density.png
Scale: 4 px per um. The die is cut into 10 by 10 equal tiles; dark blue is low, red is high, 0 to 100% covered.
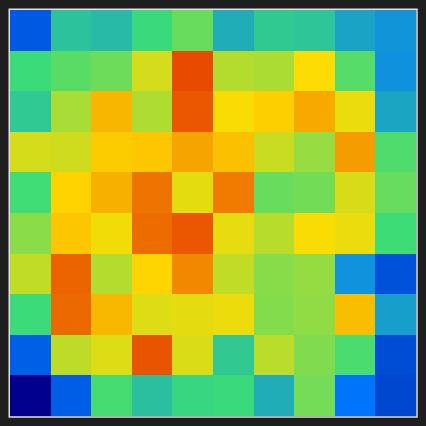
drive_strength.png
Scale: 4 px per um.
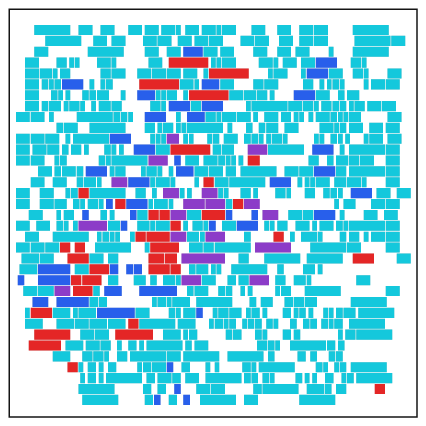
met1.png
Scale: 6 px per um. Supply wires on this layer in gray. Cells faint in the background.
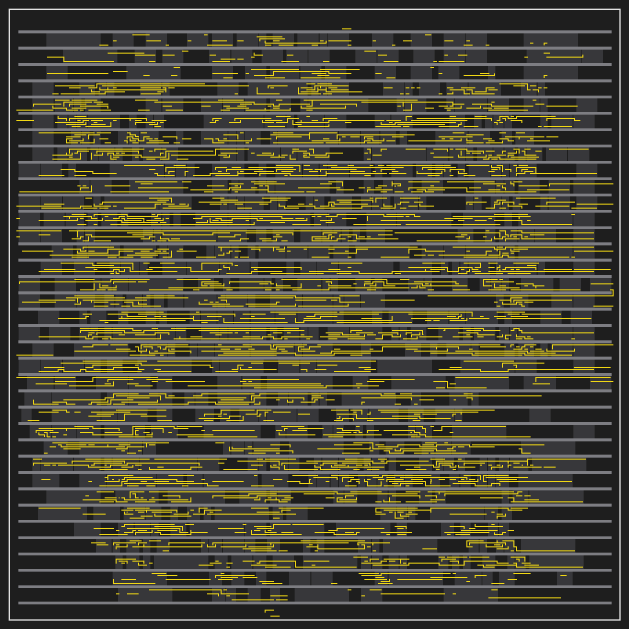
final_placement.png
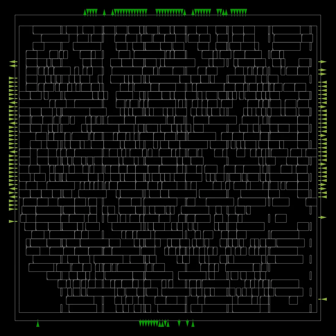
$ cat config.mk
export PLATFORM = sky130hd
export DESIGN_NAME = i2c_write_arbiter_flat
export DESIGN_NICKNAME = d
export VERILOG_FILES = /design/src/rtl/i2c_pkg.sv /design/src/rtl/i2c_write_arbiter_if.sv /design/src/rtl/i2c_write_arbiter_rr_pick.sv /design/src/rtl/i2c_write_arbiter.sv /design/src/flat_wrapper.sv
export SDC_FILE = /design/constraint.sdc
export NUM_CORES = 1
export LEC_CHECK = 0
export ABC_AREA = 0
export CORE_MARGIN = 1
export CORE_UTILIZATION = 43
export DETAILED_ROUTE_END_ITERATION = 8
export GPL_TIMING_DRIVEN = 0
export PLACE_DENSITY_LB_ADDON = 0.1
export SLEW_MARGIN = 20
export SYNTH_ARGS = -nofsm -noshare
export SYNTH_HDL_FRONTEND = slang
export SYNTH_SLANG_ARGS = --single-unit
$ cat constraint.sdc
create_clock -name clk -period 2.8 [get_ports clk]
set_input_delay 0.56 -clock clk [delete_from_list [all_inputs] [get_ports clk]]
set_output_delay 0.56 -clock clk [all_outputs]
set_load 0.1 [all_outputs]
$ cat src/rtl/i2c_pkg.sv
// Shared types and defaults for the I2C write arbiter slice.
package i2c_pkg;
  localparam int NUM_REQ_DEF = 4;
  localparam int TIMEOUT_DEF = 40000;
  localparam int TO_W_DEF    = 16;
  localparam int DEV_W       = 7;
  localparam int REG_W       = 8;
  localparam int DATA_W      = 8;

  typedef enum logic [1:0] {
    ST_IDLE  = 2'd0,
    ST_GRANT = 2'd1,
    ST_BUSY  = 2'd2,
    ST_GAP   = 2'd3
  } arb_state_t;

  function automatic int next_ptr(input int idx, input int n);
    return (idx + 1) % n;
  endfunction
endpackage

$ cat src/rtl/i2c_write_arbiter_if.sv
// Requester and I2C-master signals of the write arbiter; slave = arbiter side.
interface i2c_write_arbiter_if
  import i2c_pkg::*;
#(
  parameter int NUM_REQ = NUM_REQ_DEF
) ();
  logic [NUM_REQ-1:0]        req;
  logic [DEV_W*NUM_REQ-1:0]  req_dev_addr;
  logic [REG_W*NUM_REQ-1:0]  req_reg_addr;
  logic [DATA_W*NUM_REQ-1:0] req_wdata;
  logic [NUM_REQ-1:0]        gnt;
  logic [NUM_REQ-1:0]        done;
  logic                      err;
  logic                      m_en;
  logic [DEV_W-1:0]          m_dev_addr;
  logic [REG_W-1:0]          m_data_addr;
  logic [DATA_W-1:0]         m_wdata;
  logic                      m_done;

  modport slave (
    input  req, req_dev_addr, req_reg_addr, req_wdata, m_done,
    output gnt, done, err, m_en, m_dev_addr, m_data_addr, m_wdata
  );

  modport master (
    output req, req_dev_addr, req_reg_addr, req_wdata, m_done,
    input  gnt, done, err, m_en, m_dev_addr, m_data_addr, m_wdata
  );
endinterface

$ cat src/rtl/i2c_write_arbiter_rr_pick.sv
// Combinational round-robin pick: first set request at or after ptr, wrapping.
module rr_pick #(
  parameter int N  = 4,
  parameter int IW = $clog2(N)
) (
  input  logic [N-1:0]  req,
  input  logic [IW-1:0] ptr,
  output logic [N-1:0]  winner,
  output logic [IW-1:0] idx
);
  always_comb begin
    winner = '0;
    idx    = '0;
    // Scan from the farthest offset down so the nearest requester wins last.
    for (int k = N - 1; k >= 0; k--) begin
      if (req[(int'(ptr) + k) % N]) begin
        winner = '0;
        winner[(int'(ptr) + k) % N] = 1'b1;
        idx = IW'((int'(ptr) + k) % N);
      end
    end
  end
endmodule

$ cat src/rtl/i2c_write_arbiter.sv
// Round-robin arbiter sharing one I2C master among NUM_REQ register-write requesters.
// state | meaning: IDLE wait for req | GRANT fields latched | BUSY master running | GAP 2-cycle cool-down
module i2c_write_arbiter
  import i2c_pkg::*;
#(
  parameter int NUM_REQ        = NUM_REQ_DEF,
  parameter int TIMEOUT_CYCLES = TIMEOUT_DEF,
  parameter int TO_W           = TO_W_DEF
) (
  input logic               clk,
  input logic               rst_n,
  i2c_write_arbiter_if.slave bus
);
  localparam int IW = $clog2(NUM_REQ);

  arb_state_t         state_q, state_d;
  logic [IW-1:0]      ptr_q, ptr_d;
  logic [NUM_REQ-1:0] win_q, win_d;
  logic [TO_W-1:0]    cnt_q, cnt_d;
  logic               gap_q, gap_d;
  logic               done_q, done_d;
  logic               err_q, err_d;
  logic [DEV_W-1:0]   dev_q, dev_d;
  logic [REG_W-1:0]   reg_q, reg_d;
  logic [DATA_W-1:0]  data_q, data_d;

  logic [NUM_REQ-1:0] pick_oh;
  logic [IW-1:0]      pick_idx;

  rr_pick #(.N(NUM_REQ), .IW(IW)) u_pick (
    .req    (bus.req),
    .ptr    (ptr_q),
    .winner (pick_oh),
    .idx    (pick_idx)
  );

  always_ff @(posedge clk or negedge rst_n) begin
    if (!rst_n) begin
      state_q <= ST_IDLE;
      ptr_q   <= '0;
      win_q   <= '0;
      cnt_q   <= '0;
      gap_q   <= 1'b0;
      done_q  <= 1'b0;
      err_q   <= 1'b0;
      dev_q   <= '0;
      reg_q   <= '0;
      data_q  <= '0;
    end else begin
      state_q <= state_d;
      ptr_q   <= ptr_d;
      win_q   <= win_d;
      cnt_q   <= cnt_d;
      gap_q   <= gap_d;
      done_q  <= done_d;
      err_q   <= err_d;
      dev_q   <= dev_d;
      reg_q   <= reg_d;
      data_q  <= data_d;
    end
  end

  always_comb begin
    state_d = state_q;
    ptr_d   = ptr_q;
    win_d   = win_q;
    cnt_d   = cnt_q;
    gap_d   = gap_q;
    done_d  = 1'b0;
    err_d   = 1'b0;
    dev_d   = dev_q;
    reg_d   = reg_q;
    data_d  = data_q;
    unique case (state_q)
      ST_IDLE: begin
        if (|bus.req) begin
          // Capture fields with the winner so they are already valid during GRANT.
          state_d = ST_GRANT;
          win_d   = pick_oh;
          ptr_d   = IW'(next_ptr(int'(pick_idx), NUM_REQ));
          dev_d   = bus.req_dev_addr[int'(pick_idx)*DEV_W +: DEV_W];
          reg_d   = bus.req_reg_addr[int'(pick_idx)*REG_W +: REG_W];
          data_d  = bus.req_wdata[int'(pick_idx)*DATA_W +: DATA_W];
        end
      end
      ST_GRANT: begin
        cnt_d   = '0;
        state_d = ST_BUSY;
      end
      ST_BUSY: begin
        if (bus.m_done) begin
          done_d  = 1'b1;
          gap_d   = 1'b0;
          state_d = ST_GAP;
        end else if (cnt_q == TO_W'(TIMEOUT_CYCLES - 1)) begin
          done_d  = 1'b1;
          err_d   = 1'b1;
          gap_d   = 1'b0;
          state_d = ST_GAP;
        end else begin
          cnt_d = cnt_q + TO_W'(1);
        end
      end
      ST_GAP: begin
        if (gap_q) state_d = ST_IDLE;
        else       gap_d   = 1'b1;
      end
      default: state_d = ST_IDLE;
    endcase
  end

  assign bus.gnt         = (state_q == ST_GRANT || state_q == ST_BUSY) ? win_q : '0;
  assign bus.done        = done_q ? win_q : '0;
  assign bus.err         = err_q;
  assign bus.m_en        = (state_q == ST_BUSY);
  assign bus.m_dev_addr  = dev_q;
  assign bus.m_data_addr = reg_q;
  assign bus.m_wdata     = data_q;
endmodule

$ cat src/flat_wrapper.sv
// flat-port wrapper written by rule: the top's interface ports become plain ports
module i2c_write_arbiter_flat import i2c_pkg::*;
#(
  parameter int NUM_REQ        = NUM_REQ_DEF,
  parameter int TIMEOUT_CYCLES = TIMEOUT_DEF,
  parameter int TO_W           = TO_W_DEF
)
  (clk, rst_n, bus_req, bus_req_dev_addr, bus_req_reg_addr, bus_req_wdata, bus_m_done, bus_gnt, bus_done, bus_err, bus_m_en, bus_m_dev_addr, bus_m_data_addr, bus_m_wdata);
  i2c_write_arbiter_if #(.NUM_REQ(NUM_REQ)) bus_i ();
  input logic clk;
  input logic rst_n;
  input wire logic [$bits(bus_i.req)-1:0] bus_req;
  input wire logic [$bits(bus_i.req_dev_addr)-1:0] bus_req_dev_addr;
  input wire logic [$bits(bus_i.req_reg_addr)-1:0] bus_req_reg_addr;
  input wire logic [$bits(bus_i.req_wdata)-1:0] bus_req_wdata;
  input wire logic [$bits(bus_i.m_done)-1:0] bus_m_done;
  output wire logic [$bits(bus_i.gnt)-1:0] bus_gnt;
  output wire logic [$bits(bus_i.done)-1:0] bus_done;
  output wire logic [$bits(bus_i.err)-1:0] bus_err;
  output wire logic [$bits(bus_i.m_en)-1:0] bus_m_en;
  output wire logic [$bits(bus_i.m_dev_addr)-1:0] bus_m_dev_addr;
  output wire logic [$bits(bus_i.m_data_addr)-1:0] bus_m_data_addr;
  output wire logic [$bits(bus_i.m_wdata)-1:0] bus_m_wdata;
  assign bus_i.req = bus_req;
  assign bus_i.req_dev_addr = bus_req_dev_addr;
  assign bus_i.req_reg_addr = bus_req_reg_addr;
  assign bus_i.req_wdata = bus_req_wdata;
  assign bus_i.m_done = bus_m_done;
  assign bus_gnt = bus_i.gnt;
  assign bus_done = bus_i.done;
  assign bus_err = bus_i.err;
  assign bus_m_en = bus_i.m_en;
  assign bus_m_dev_addr = bus_i.m_dev_addr;
  assign bus_m_data_addr = bus_i.m_data_addr;
  assign bus_m_wdata = bus_i.m_wdata;
  i2c_write_arbiter #(.NUM_REQ(NUM_REQ), .TIMEOUT_CYCLES(TIMEOUT_CYCLES), .TO_W(TO_W)) u_core (.clk(clk), .rst_n(rst_n), .bus(bus_i));
endmodule
==> metrics.yaml <==
power:
  seq_power_share: 0.132
  p_seq_mw: 1.18
  p_leak_nw: 2.44
  vdd_drop_max_uv: 900
min_path:
  hold_path.class: "input pin to asynchronous set/reset pin"
yosys:
  postSynthCellCount: 535
  numSynthFlops: 50
  edf_count: 0
  top_cells_by_area: "dfrtp_1 (29%), nand2_1 (9.0%), mux2i_1 (6.6%)"
  xor_share: 0.00822
worst_setup_path:
  worstReg2RegEnd: "u_core.bus.m_data_addr[1]$_DFFE_PN0P_"
  worst-path-stages: 3
  cp_top_family: "buffers and inverters"
drt:
  met1Wirelength_mm: 6.35
  drtIter0Drc: 277
clock_network:
  clkSlewWorstSetupHoldPaths_ps: 110
  htree_levels: 2
floorplanning:
  core-area_sq_um: 9420
  std_cell_rows: 35
global_route:
  antenna_found_initial: 0
  grt_busiest_layer: "met2"
run_status:
  status: "completed"
## Picture notes: density.png
emptiest ninth of the die: south-east
nearly empty tiles: 1.0%
mean over tiles: 60%

## Picture notes: drive_strength.png
| size | color | cells | share | most used |
|---|---|---|---|---|
| drive 1 or less | cyan | 582 | 85% | clkdlybuf4s50_1 |
| drive 6 and up | purple | 19 | 2.8% | buf_6 |
| drive 2 | blue | 47 | 6.9% | a2111oi_2 |
| drive 3 to 4 | red | 37 | 5.4% | buf_4 |
Synth-to-Final Area Change: 49.2%
setup ws final: 70.7 ps
cell area after layout: 6360 sq um
bufs w/o clock: 185

## Picture notes: met1.png
main direction: horizontal
nets with wire on the layer: 694
drt total wl: 15.1 mm
met1 Usage GRT: 0.399
Via Count: 4975

## Picture notes: final_placement.png
Layout Utilization: 0.675
Layout fillers: 785

No activity file was given, so power comes from the tool's default toggle rates.
